`src/rtl/llc_pkg.sv`:
```
// Shared LLC coherence types and the MESI next-state rule applied by the bus sequencer.
package llc_pkg;

  typedef enum logic [1:0] {M, E, S, I} mesi_t;
  typedef enum logic [2:0] {NOP, READ, RWIM, INVALIDATE, WRITEBACK} bus_op_t;
  typedef enum logic [1:0] {NOHIT, HIT, HITM} snoop_t;

  localparam logic CMD_PRRD = 1'b0;
  localparam logic CMD_PRWR = 1'b1;

  // A tag match on an Invalid line carries no data, so it behaves as a miss.
  function automatic logic line_valid(input logic tag_hit, input mesi_t st);
    return tag_hit && (st != I);
  endfunction

  function automatic mesi_t mesi_next(input logic is_wr, input logic hit,
                                      input mesi_t cur, input snoop_t snoop);
    mesi_t nxt;
    if (is_wr)               nxt = M;
    else if (hit)            nxt = cur;
    else if (snoop == NOHIT) nxt = E;
    else                     nxt = S;
    return nxt;
  endfunction

endpackage

```
`src/rtl/llc_bus_sequencer.sv`:
```
// Sequences one CPU request at a time through optional victim writeback, a bus
// command, and the final MESI state write to the directory.
module llc_bus_sequencer
  import llc_pkg::*;
#(
  parameter int ADDR_W      = 32,
  parameter int ACK_TIMEOUT = 16   // must be >= 2: the ISSUE cycle never completes
) (
  input  logic              clk,
  input  logic              rst,
  input  logic              req_valid,
  output logic              req_ready,
  input  logic              req_cmd,
  input  logic [ADDR_W-1:0] req_addr,
  input  logic              tag_hit,
  input  mesi_t             line_state,
  input  logic              victim_dirty,
  input  logic [ADDR_W-1:0] victim_addr,
  output logic              bus_valid,
  output bus_op_t           bus_op,
  output logic [ADDR_W-1:0] bus_addr,
  input  logic              bus_ack,
  input  snoop_t            snoop_res,
  output logic              st_we,
  output mesi_t             st_val,
  output logic              done,
  output logic              err
);

  localparam int                CNT_W    = $clog2(ACK_TIMEOUT + 1);
  localparam logic [CNT_W-1:0] CNT_LOAD = CNT_W'(ACK_TIMEOUT - 1);
  localparam logic [CNT_W-1:0] CNT_ONE  = CNT_W'(1);

  typedef enum logic [2:0] {IDLE, WB, ISSUE, WAIT, UPD} state_t;

  state_t              r_state;
  state_t              w_next_state;
  logic [CNT_W-1:0]    r_cnt;
  logic                r_cmd;
  logic [ADDR_W-1:0]   r_addr;
  logic                r_tag_hit;
  mesi_t               r_line_state;
  logic                r_victim_dirty;
  logic [ADDR_W-1:0]   r_victim_addr;
  mesi_t               r_st_val;

  logic    w_accept;
  logic    w_line_hit;
  logic    w_fast_hit;
  logic    w_r_hit;
  logic    w_bus_active;
  logic    w_ack_seen;
  logic    w_expire;
  logic    w_load_cnt;
  bus_op_t w_issue_op;

  assign req_ready    = (r_state == IDLE);
  assign w_accept     = req_valid && req_ready;
  assign w_line_hit   = line_valid(tag_hit, line_state);
  assign w_fast_hit   = w_line_hit &&
                        ((req_cmd == CMD_PRRD) || (line_state == M) || (line_state == E));
  assign w_r_hit      = line_valid(r_tag_hit, r_line_state);
  assign w_bus_active = (r_state == WB) || (r_state == ISSUE) || (r_state == WAIT);
  assign w_ack_seen   = bus_ack && ((r_state == WB) || (r_state == WAIT));
  // A late ack in the final counted cycle still wins over the timeout.
  assign w_expire     = ((r_state == WB) || (r_state == WAIT)) && (r_cnt == '0) && !bus_ack;
  assign w_load_cnt   = (w_next_state != r_state) &&
                        ((w_next_state == WB) || (w_next_state == ISSUE));
  assign w_issue_op   = w_r_hit ? INVALIDATE : ((r_cmd == CMD_PRWR) ? RWIM : READ);

  // NOTE: every sequential block uses non-blocking assignments so all registers
  // update together from the same pre-edge values, independent of block order.
  always_ff @(posedge clk or negedge rst) begin
    if (!rst) r_state <= IDLE;
    else      r_state <= w_next_state;
  end

  // NOTE: the default at the top of each always_comb guarantees every output is
  // written on every path, so no latch can be inferred.
  always_comb begin
    w_next_state = r_state;
    case (r_state)
      IDLE: begin
        if (w_accept) begin
          if (w_fast_hit)        w_next_state = UPD;
          else if (w_line_hit)   w_next_state = ISSUE;
          else if (victim_dirty) w_next_state = WB;
          else                   w_next_state = ISSUE;
        end
      end
      WB: begin
        if (w_ack_seen)        w_next_state = ISSUE;
        else if (w_expire)     w_next_state = IDLE;
      end
      ISSUE:                   w_next_state = WAIT;
      WAIT: begin
        if (w_ack_seen)        w_next_state = UPD;
        else if (w_expire)     w_next_state = IDLE;
      end
      UPD:                     w_next_state = IDLE;
      default:                 w_next_state = IDLE;
    endcase
  end

  always_ff @(posedge clk or negedge rst) begin
    if (!rst)                              r_cnt <= '0;
    else if (w_load_cnt)                   r_cnt <= CNT_LOAD;
    else if (w_bus_active && r_cnt != '0)  r_cnt <= r_cnt - CNT_ONE;
  end

  always_ff @(posedge clk or negedge rst) begin
    if (!rst) begin
      r_cmd          <= CMD_PRRD;
      r_addr         <= '0;
      r_tag_hit      <= 1'b0;
      r_line_state   <= I;
      r_victim_dirty <= 1'b0;
      r_victim_addr  <= '0;
    end else if (w_accept) begin
      r_cmd          <= req_cmd;
      r_addr         <= req_addr;
      r_tag_hit      <= tag_hit;
      r_line_state   <= line_state;
      r_victim_dirty <= victim_dirty;
      r_victim_addr  <= victim_addr;
    end
  end

  // Hits resolve at accept; bus paths resolve on the ack that ends WAIT, which is
  // the only place snoop_res is looked at.
  always_ff @(posedge clk or negedge rst) begin
    if (!rst)
      r_st_val <= I;
    else if (w_accept && w_fast_hit)
      r_st_val <= mesi_next(req_cmd, 1'b1, line_state, NOHIT);
    else if ((r_state == WAIT) && bus_ack)
      r_st_val <= mesi_next(r_cmd, w_r_hit, r_line_state, snoop_res);
  end

  always_comb begin
    bus_valid = 1'b0;
    bus_op    = NOP;
    bus_addr  = '0;
    case (r_state)
      WB: begin
        bus_valid = 1'b1;
        bus_op    = WRITEBACK;
        bus_addr  = r_victim_addr;
      end
      ISSUE, WAIT: begin
        bus_valid = 1'b1;
        bus_op    = w_issue_op;
        bus_addr  = r_addr;
      end
      default: ;
    endcase
  end

  assign st_we  = (r_state == UPD);
  assign done   = (r_state == UPD);
  assign st_val = r_st_val;
  assign err    = w_expire;

  a_wb_needs_dirty: assert property (@(posedge clk) disable iff (!rst)
                                     (r_state == WB) |-> r_victim_dirty);
  a_we_err_exclusive: assert property (@(posedge clk) disable iff (!rst)
                                       !(st_we && err));

endmodule

```
`config.mk`:
```
export PLATFORM = sky130hd
export DESIGN_NAME = llc_bus_sequencer
export DESIGN_NICKNAME = d
export VERILOG_FILES = /design/src/rtl/llc_pkg.sv /design/src/rtl/llc_bus_sequencer.sv
export SDC_FILE = /design/constraint.sdc
export NUM_CORES = 1
export LEC_CHECK = 0
export CORE_ASPECT_RATIO = 1.4
export CORE_MARGIN = 8
export CORE_UTILIZATION = 42
export CTS_CLUSTER_DIAMETER = 30
export CTS_CLUSTER_SIZE = 16
export DETAILED_ROUTE_END_ITERATION = 12
export GPL_ROUTABILITY_DRIVEN = 0
export PLACE_DENSITY = 0.77
export SLEW_MARGIN = 20
export SYNTH_ARGS = -nofsm -noshare
export SYNTH_HDL_FRONTEND = slang
export SYNTH_SLANG_ARGS = --single-unit
```
`constraint.sdc`:
```
create_clock -name clk -period 1.79 [get_ports clk]
set_clock_uncertainty 0.15 [all_clocks]
set_input_delay 0.358 -clock clk [delete_from_list [all_inputs] [get_ports clk]]
set_output_delay 0.358 -clock clk [all_outputs]
set_load 0.03 [all_outputs]
```
**Run 1: floorplan with the power grid**

Pins as bars on the die edge. Tap cells in grey.
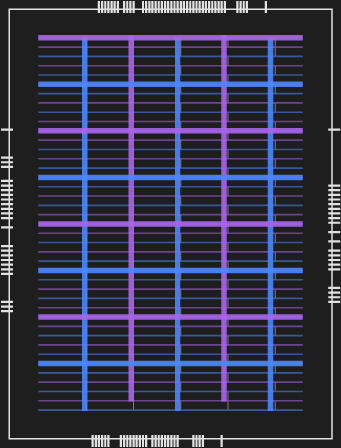
VDD -> purple
VSS -> blue
met4 straps = 5
rows = 40
signal pins = 117
tap cells = 105
met1 rails = 41
die span in y: 125 um
core region area: 8410 um2
Worst VDD drop: 1730 uV
die width: 93.9 um

**Run 1: cells coloured by class**

Bar = 20 um.
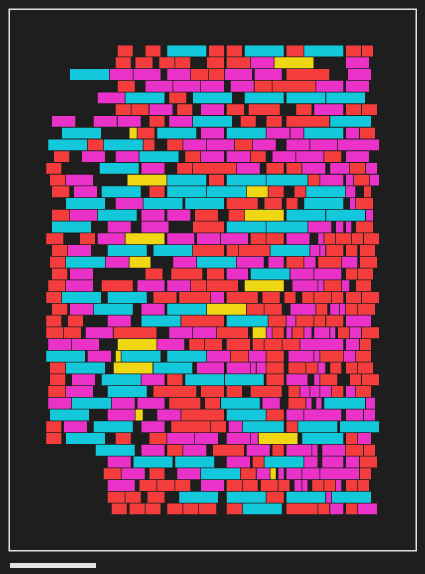
registers -> cyan  # cells 78, share of their area 28%
clock drivers and dummy loads -> yellow  # cells 16, share of their area 4.1%
remaining logic cells -> magenta  # cells 176, share of their area 32%
remaining buffers and delay cells -> red  # cells 210, share of their area 35%
# rows: 40
Final Util: 0.835
design area: 7020 um2
flop share of the area: 0.279

**Run 1: the clock network**

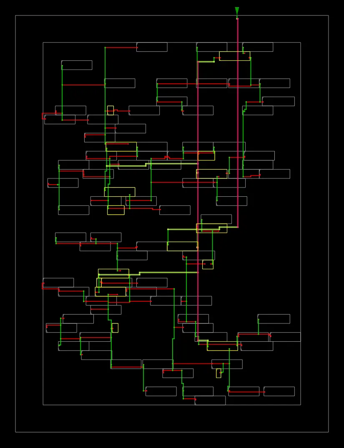
Flops: 78
clk ins delay skew pair: 0.33 ns
clock group power: 1.73 mW
Num CTS Buffers: 9
Sink Count: 78

**Run 1: clock distribution**

Bar = 20 um.
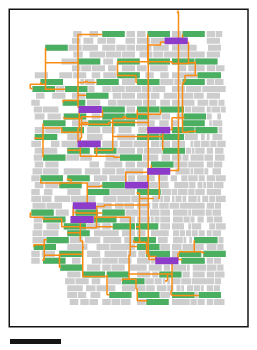
clock-net drivers -> purple  # count 9
clock wires -> orange  # length 1050 um
flip-flops -> green  # count 78
routed clock nets = 10
Clk pwr share: 0.113

==> flow_metrics.env, run 1 <==
# yosys + openroad results
export IMPL_synth_simple_gate_area_share=0.0687
export IMPL_fp_util=0.425
export IMPL_cts_tree="built"
export IMPL_fmax_mhz=443
export IMPL_critPathKind="register to register"
export IMPL_warnings=30
export IMPL_ys_sh_mux=0.215
export IMPL_dp_cells=520
export IMPL_rsz0062_at_grt="true"
export IMPL_routed_via_density=5.48
export IMPL_yosys_area_share_xor_xnor=0.00981
export IMPL_maxCapViolCount=0
export IMPL_outcome="complete, but fails checks"
export IMPL_min_period_ns=2.26
export IMPL_drt_first_iter_violations=128
export IMPL_top_area_cell="dfrtp_1"
export IMPL_worst_hold_path_type="input port to async pin"
export IMPL_synthArstFlopShare=1.00
export IMPL_crit_path_start_kind="register"
export IMPL_yosys_area_top_type_share=0.519
export IMPL_clock_path_buffers=2
export IMPL_violations="setup timing"
export IMPL_compound_area_frac=0.118
export IMPL_ctsHtreeMaxLevel=3
export IMPL_end_kind="register"
export IMPL_yosys_most_used_dff="dfrtp_1"
export IMPL_grt_pass1_wl_um=21200
export IMPL_setup_slack_ns=-0.469
export IMPL_layoutNonFillerInstCount=585
export IMPL_drtPass1Iterations=4
export IMPL_edf_count=0
export IMPL_slew_viol_final=0
export IMPL_grt_max_degree=34
export IMPL_die_area_um2=11700
export IMPL_finalSetupViolations=117
export IMPL_ant_nets=0
export IMPL_dp_hpwl_um=7540
export IMPL_cp_cell_sequence="buf_6 -> buf_6 -> nor4b_4 -> buf_6 -> buf_6 -> a32oi_4 -> a221o_2 -> and2_4"
export IMPL_top_cell="dfrtp_1"
run 1: sequential cells by signal, summed over array words and instances (netlist names):
signal         count
r_line_state       2
r_state            3
r_addr            32
r_cnt              5
r_cmd              1
r_victim_addr     32
r_tag_hit          1
st_val             2
run 1: power breakdown:
part	total, mW	switching [mW]	internal [mW]
combinational	10.1	4.30	5.77
sequential	3.49	0.790	2.70
clock	1.73	0.712	1.01
run 1: placed cells by master (no fill, tap or decap), types with 3 or more instances in the layout:
master / count
buf_8: 7
dfrtp_2: 3
nand2_2: 3
buf_6: 63
nand2_1: 9
a22o_4: 29
clkdlybuf4s50_1: 73
clkbuf_16: 10
a22o_1: 3
nor2_1: 3
inv_2: 4
buf_12: 15
nor3_4: 3
buf_16: 8
buf_4: 40
nor3_1: 3
dfrtp_1: 71
inv_1: 3
o21ai_0: 3
dfstp_2: 4
nor2_4: 3
mux2_4: 68
run 1: metal layers:
metal | share of wire | global-route usage
met1 | 0.38 | 0.267
met2 | 0.55 | 0.412
met5 | 0 | 0
met3 | 0.038 | 0.0401
met4 | 0.037 | 0.122
run 1: path summary, 6_finish.rpt:
path	from	endpoint	slack [ns]	depth (start not counted)
setup / recovery	r_state[1]	r_cnt[4]	-0.47	8
hold / removal	rst	r_addr[2]	0.35	2
setup reg to reg	r_state[1]	r_cnt[4]	-0.47	8
hold reg to reg	r_addr[14]	r_addr[14]	0.38	1
max in group asynchronous	rst	st_val[0]	0.54	3
min in group clk	r_addr[14]	r_addr[14]	0.38	1
run 1: through the flow:
step / TNS, ns / utilization / hold WS [ns] / power, mW / setup WS (ns)
5_1_grt: -42.64 / 0.835 / 0.392 / 15.8 / -0.496
4_1_cts: -30.62 / 0.824 / 0.365 / 14.7 / -0.428
3_5_place_dp: -38.08 / 0.651 / 0.175 / 10.2 / -0.512
6_report: -38.81 / 0.835 / 0.349 / 15.3 / -0.469
3_3_place_gp: -34.30 / 0.651 / 0.174 / 9.98 / -0.431
2_1_floorplan: -1.02 / - / -0.0876 / 8.00 / -0.257
run 1: logic make-up (layout without fill, tap and decap cells):
kind of cell    after synthesis  in the layout
compound gates               51             51
fa+ha+maj                     2              2
xor+xnor                      4              4
mux                          68             68
buf+inv                      25            233
simple gates                 44             44
flops                        78             78
run 1: repair_timing:
item,in CTS,in global routing
gates resized,144,61
setup buffers,30,22
hold buffers,1,0
setup endpoints to repair,118,118
gates cloned,13,1
pin swaps,13,30
hold endpoints to repair,28,0
run 1: critical path, delay by kind of cell (launching register included):
family / cells / cell delay (ns)
DFF: 1 / 0.45
buffers and inverters: 4 / 0.53
AOI/OAI and AO/OA: 2 / 0.54
and+or+nand+nor: 2 / 0.48
run 1: cell type report:
type	count	area, um2
Clock buffer	13	260
Inverter	7	26.3
Tap cell	105	131
Sequential cell	78	1960
Fill cell	393	1390
Multi-Input combinational cell	169	2210
Clock inverter	3	18.8
Timing Repair Buffer	210	2420
**Run 1: gate families picked out**

Bar = 20 um.
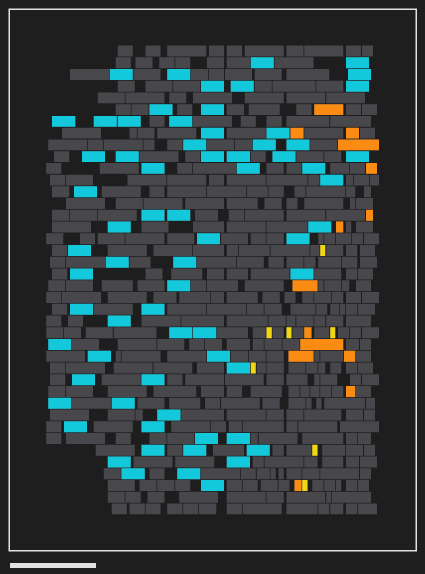

==> run 2: changes to the inputs <==
--- a/config.mk
+++ b/config.mk
@@ -5,6 +5,7 @@
 export SDC_FILE = /design/constraint.sdc
 export NUM_CORES = 1
 export LEC_CHECK = 0
+export ABC_AREA = 1
 export CORE_ASPECT_RATIO = 1.4
 export CORE_MARGIN = 8
 export CORE_UTILIZATION = 42
**Run 2: gate families picked out**

Bar = 20 um.
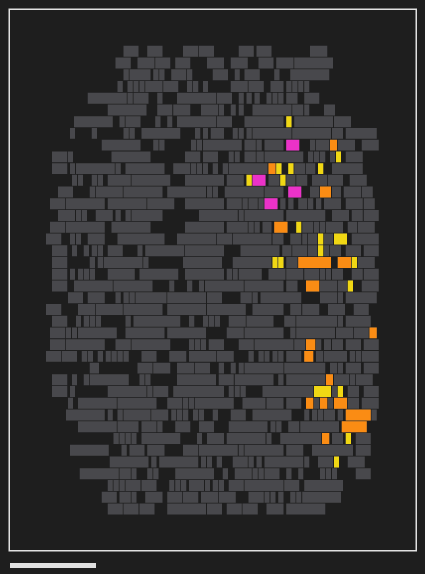
aoi and oai cells -> orange  # cells 17
xor and xnor cells -> magenta  # cells 4
inv cells -> yellow  # cells 19
Top cell excl fill/tap: nand2_1
combinational fraction of the cell area: 0.273
Final Non-Filler Cells: 696

**Run 2: clock distribution**

Bar = 20 um.
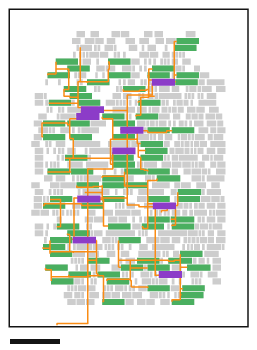
clock wires -> orange  # length 920 um
clock-net drivers -> purple  # count 9
flip-flops -> green  # count 78
routed clock nets = 10

==> run 2 against run 1 <==
Net effect: the flow still finishes with violations (setup timing); die size increased by 0.12%; area after synthesis increased by 0.14%; non-clock buffer count decreased by 36; wire length decreased by 8.5%; total power decreased by 18%; global-route usage decreased by 4.1 points; synthesized cell count increased by 55%; combinational power decreased by 27%; worst setup slack improved by 0.13 ns; cell area decreased by 13%; first-iteration DRC count increased by 130%; clock power increased by 16%; critical path type is now register to output pin; critical endpoint is now bus_addr[15]; largest cell class is now flip-flops and latches.
==> flow_metrics.env, run 2 <==
# yosys + openroad results
export IMPL_lay_top_cells="210 x nand2_1, 73 x clkdlybuf4s50_1, 73 x dfrtp_1"
export IMPL_cts_tree="built"
export IMPL_io_buffers=116
export IMPL_fillerInstances=582
export IMPL_regToRegSetupSlack_ns=-0.27
export IMPL_design_area_um2=6110
export IMPL_yosys_most_used_dff="dfrtp_1"
export IMPL_gr_max_usage_layer="met2"
export IMPL_synth_warnings=0
export IMPL_area_leaders="dfrtp_1 52%, nand2_1 23%, a22o_1 7.8%, dfstp_2 2.9%, buf_2 1.4%"
export IMPL_antenna_cells=0
export IMPL_slew_viol_final=0
export IMPL_routed_via_density=5.24
export IMPL_ant_nets=0
export IMPL_clkSinkCount=78
export IMPL_chipHeight_um=125
export IMPL_flop_area_um2=1960
export IMPL_die_area_um2=11800
export IMPL_required_ns=1.28
export IMPL_worst_hold_path_type="input port to async pin"
export IMPL_top_cell="nand2_1"
export IMPL_finalSetupViolations=114
export IMPL_ys_top_logic_family="simple AND/OR/NAND/NOR gates"
export IMPL_reg2reg_from="r_state[0]"
export IMPL_maxCapViolCount=0
export IMPL_critPathKind="register to output pin"
export IMPL_row_count=40
export IMPL_drt_first_iter_violations=289
export IMPL_rr_endpoint="r_cnt[0]"
export IMPL_grt_max_degree=60
export IMPL_fin_crit_sh=1.19
export IMPL_edf_count=0
export IMPL_ys_seq_elements=78
export IMPL_dieWidth_um=94.0
export IMPL_ys_sh_mux=0
export IMPL_cp_cell_sequence="inv_2 -> nand2_4 -> nor2_4 -> buf_6 -> a22o_1 -> buf_6"
export IMPL_warnings=29
export IMPL_vdd_drop_max_uv=1010
export IMPL_setup_slack_ns=-0.343
export IMPL_crit_path_start_kind="register"
export IMPL_crit_top_cell="buf_6"
export IMPL_clkTransAtPathRegs_ns=0.06
export IMPL_violations="setup timing"
export IMPL_syn_nets=499
export IMPL_grtUsageMet1=0.227
export IMPL_fmax_mhz=469
export IMPL_top_area_cell="dfrtp_1"
export IMPL_yosys_area_share_xor_xnor=0.00980
export IMPL_antenna_found_initial=0
export IMPL_dp_hpwl_um=7430
export IMPL_grt_use_met3=0.0401
export IMPL_startpoint="r_state[1]"
export IMPL_end_kind="output pin"
export IMPL_min_period_ns=2.13
export IMPL_routed_via_count=3647
export IMPL_drtPass1Iterations=5
export IMPL_grt_pass1_wl_um=18100
export IMPL_wl_per_cell_um=19.2
export IMPL_ctsHtreeMaxLevel=3
export IMPL_cp_top_family="buffers and inverters"
export IMPL_setup_tns_final_ns=-21.49
export IMPL_coreArea_um2=8410
export IMPL_compound_area_frac=0.109
export IMPL_clk_latency_ns=0.33
export IMPL_cp_buffers_inverters=3
export IMPL_cts_made_buffers=9
export IMPL_combGateArea_um2=1670
export IMPL_dp_slack_ns=-0.165
export IMPL_io_pins=117
export IMPL_reg2reg_depth=12
export IMPL_rsz0062_at_grt="true"
export IMPL_yosys_area_top_type_share=0.518
export IMPL_synthArstFlopShare=1.00
export IMPL_reg_top3="r_addr: 32 flops, r_victim_addr: 32 flops, r_cnt: 5 flops"
export IMPL_utilization=0.727
export IMPL_fp_util=0.425
export IMPL_synth_simple_gate_area_share=0.279
export IMPL_grt_met2_usage=0.333
export IMPL_tightest_slew_ns=0.321
export IMPL_ys_sh_adder=0.00700
export IMPL_ys_chip_area_um2=3570
export IMPL_outcome="complete, but fails checks"
export IMPL_clock_path_buffers=2
## run 2: worst reg2reg max path: cells and delay by family, from the launching register on
family                 cells  cell delay, ns
buffers and inverters      2            0.31
DFF                        1            0.43
and+or+nand+nor           10            1.07
## run 2: final cells by class
class / count / share of cell area
clock buffers: 13 / 0.0442
clock inverters: 3 / 0.0106
inverters: 19 / 0.0137
multi-input cells: 304 / 0.273
flip-flops and latches: 78 / 0.320
well taps: 105 / 0.0215
repair buffers: 174 / 0.317
## run 2: logic make-up after synthesis
logic type | after synthesis
simple gates | 249
flops | 78
compound gates | 49
buf+inv | 40
xor+xnor | 4
fa+ha+maj | 2
## run 2: worst max-delay path by stage
stage                   end  slack (ns)  depth (start not counted)
3_5_place_dp       r_cnt[0]       -0.16                         10
3_3_place_gp       r_cnt[2]       -0.11                         10
5_1_grt        bus_addr[15]       -0.38                          6
6_report       bus_addr[15]       -0.34                          6
2_1_floorplan  bus_addr[12]        0.04                          5
4_1_cts         bus_addr[7]       -0.30                          6
## run 2: stage by stage
step	total power, mW	instances	hold WS, ns
CTS	11.4	675	0.306
global route	13.1	696	0.337
finish	12.5	696	0.317
floorplan	6.46	422	-0.0876
detailed placement	8.41	641	0.112
global placement	8.25	641	0.105
## run 2: metal layers
metal | part of all wire | vias to the layer above | wire length (um)
met4 | 0.040 | 0 | 529
met3 | 0.049 | 37 | 657
met2 | 0.53 | 156 | 7130
met5 | 0 | - | 0
met1 | 0.38 | 1776 | 5050
li1 | - | 1678 | -
## run 2: power by group
part,internal (mW),total [mW],switching (mW)
sequential,2.62,3.16,0.540
combinational,3.40,7.34,3.94
clock,1.33,2.01,0.677
total,7.35,12.5,5.16
## run 2: repair_timing
action	CTS	global route
hold buffers	1	0
gates resized	60	57
pin swaps	3	16
buffers inserted	17	15
endpoints found under the setup margin	41	89
cloned	2	10
hold endpoints to repair	15	0
**Run 2: cells coloured by class**

Bar = 20 um.
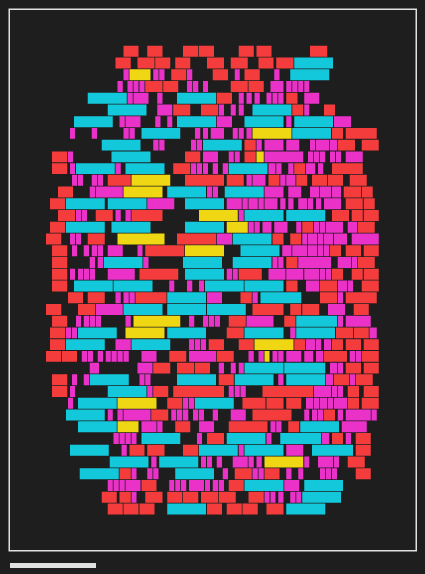

==> run 3: changes to the inputs <==
--- a/config.mk
+++ b/config.mk
@@ -13,6 +13,7 @@
 export CTS_CLUSTER_SIZE = 16
 export DETAILED_ROUTE_END_ITERATION = 12
 export GPL_ROUTABILITY_DRIVEN = 0
+export GPL_TIMING_DRIVEN = 0
 export PLACE_DENSITY = 0.77
 export SLEW_MARGIN = 20
 export SYNTH_ARGS = -nofsm -noshare
**Run 3: cells coloured by class**

Bar = 20 um.
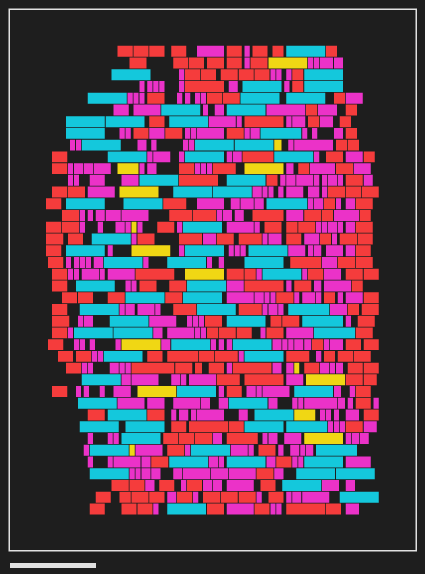
clock drivers and dummy loads -> yellow  # cells 15, share of their area 4.1%
registers -> cyan  # cells 78, share of their area 30%
remaining buffers and delay cells -> red  # cells 193, share of their area 33%
remaining logic cells -> magenta  # cells 323, share of their area 33%
Final Util: 0.795
design area: 6680 um2
flop share of the area: 0.293

**Run 3: clock distribution**

Bar = 20 um.
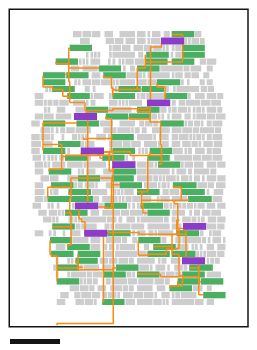
clock-net drivers -> purple  # count 9
clock wires -> orange  # length 1000 um
flip-flops -> green  # count 78
routed clock nets = 10
clock group power: 1.68 mW
Clk pwr share: 0.123
clk ins delay skew pair: 0.34 ns

==> run 3 against run 2 <==
Net effect: the flow still finishes with violations (setup timing); total power is 9.7% higher; hold slack improved by 0.0075 ns; wire length up 12%; register-to-register slack better by 0.05 ns; sequential cell count stayed put; worst setup slack improved by 0.0021 ns; sequential share of layout area shrank 2.7 points; core utilization up 6.8 points; first-iteration DRC count is 27% lower; critical path type unchanged; largest power group unchanged.
==> flow_metrics.env, run 3 <==
# yosys + openroad results
export IMPL_outcome="complete, but fails checks"
export IMPL_violations="setup timing"
export IMPL_fin_crit_sh=1.19
export IMPL_dieWidth_um=94.0
export IMPL_setup_tns_final_ns=-16.74
export IMPL_power_total_mw=13.7
export IMPL_dp_hpwl_um=7740
export IMPL_cts_made_buffers=9
export IMPL_antenna_cells=0
export IMPL_cts_tree="built"
export IMPL_syn_nets=499
export IMPL_power_internal_mw=7.81
export IMPL_grt_pass1_wl_um=18100
export IMPL_fmax_mhz=469
export IMPL_ys_chip_area_um2=3570
export IMPL_tightest_slew_ns=0.459
export IMPL_layoutNonFillerInstCount=714
export IMPL_finalSetupViolations=116
export IMPL_coreArea_um2=8410
export IMPL_min_period_ns=2.13
export IMPL_end_kind="output pin"
export IMPL_top_area_cell="dfrtp_1"
export IMPL_yosys_most_used_dff="dfrtp_1"
export IMPL_drt_first_iter_violations=210
export IMPL_clkTransAtPathRegs_ns=0.06
export IMPL_required_ns=1.28
export IMPL_routed_via_count=3917
export IMPL_ctsHtreeMaxLevel=3
export IMPL_warnings=29
export IMPL_io_pins=117
export IMPL_lay_top_cells="151 x nand2_1, 73 x clkdlybuf4s50_1, 71 x dfrtp_1"
export IMPL_ys_seq_elements=78
export IMPL_routed_via_density=5.49
export IMPL_io_buffers=116
export IMPL_vdd_drop_max_uv=1250
export IMPL_clock_path_buffers=2
export IMPL_power_switching_mw=5.90
export IMPL_antenna_found_initial=0
export IMPL_final_common_cell="nand2_1"
export IMPL_synth_warnings=0
export IMPL_edf_count=0
export IMPL_dp_cells=644
export IMPL_swShare=0.430
export IMPL_area_leaders="dfrtp_1 52%, nand2_1 23%, a22o_1 7.8%, dfstp_2 2.9%, buf_2 1.4%"
export IMPL_drtPass1Iterations=5
export IMPL_worst_hold_path_type="register to register"
export IMPL_setup_slack_ns=-0.341
export IMPL_ant_nets=0
export IMPL_row_count=40
export IMPL_reg2reg_from="r_state[1]"
export IMPL_comb_power_share=0.626
==> run 3: worst max-delay path, stage by stage, from the launching register on <==
cell and delay (ns):
dfrtp_2 0.43, inv_4 0.09, nand2_4 0.06, nor2_4 0.15, buf_6 0.17, clkbuf_16 0.15, a22o_4 0.11, buf_6 0.12
==> run 3: final cells by class <==
class / instances / area, um2 / area share
Inverter: 19 / 83.8 / 0.0125
Tap cell: 105 / 131 / 0.0197
Clock buffer: 14 / 264 / 0.0395
Buffer: 21 / 293 / 0.0438
Sequential cell: 78 / 1960 / 0.293
Clock inverter: 1 / 5.00 / 0.000749
Timing Repair Buffer: 172 / 1890 / 0.283
Multi-Input combinational cell: 304 / 2050 / 0.307
==> run 3: kinds of logic after synthesis <==
kind of cell / synth area share
flops: 0.547
compound gates: 0.109
simple gates: 0.279
buf+inv: 0.0476
fa+ha+maj: 0.00700
xor+xnor: 0.00980
==> run 3: power groups by stage <==
stage,Combinational [mW],Sequential [mW],Clock (mW)
6_report,8.59,3.45,1.68
3_5_place_dp,5.30,3.14,0
3_3_place_gp,5.19,3.11,0
5_1_grt,9.00,3.49,1.77
4_1_cts,6.32,3.15,1.68
2_1_floorplan,3.41,3.06,0
==> run 3: what timing repair did <==
action / in CTS / in global routing
gates cloned: 1 / 11
resized: 336 / 193
setup endpoints to repair: 46 / 104
pin swaps: 9 / 58
hold buffers: 1 / 0
buffers inserted: 25 / 18
endpoints found under the hold margin: 27 / 0
==> run 3: path summary, 6_finish.rpt <==
path	to	slack [ns]	cells past startpoint
worst min-delay path	r_line_state[1]	0.32	2
min in group asynchronous	r_victim_addr[0]	0.37	2
max in group asynchronous	r_state[1]	0.52	3
worst max register to register	r_cnt[0]	-0.22	12
worst min register to register	r_line_state[1]	0.32	2
worst max-delay path	bus_addr[13]	-0.34	7
==> run 3: stage by stage <==
step,hold WS [ns],cell area (um2),worst slack [ns]
2_1_floorplan,-0.0876,3620,0.0404
3_3_place_gp,0.306,4910,-2.42
3_5_place_dp,0.180,4940,-0.900
4_1_cts,0.332,5650,-0.342
5_1_grt,0.331,6680,-0.369
6_report,0.324,6680,-0.341
==> run 3: routing by layer <==
| metal | vias up | global-route usage | part of all wire |
|---|---|---|---|
| li1 | 1721 | - | - |
| met1 | 1925 | 0.222 | 0.36 |
| met2 | 224 | 0.345 | 0.53 |
| met3 | 47 | 0.0455 | 0.066 |
| met4 | 0 | 0.0881 | 0.044 |
| met5 | - | 0 | 0 |
Power figures rest on the tool's default switching activity, not on a simulated workload.
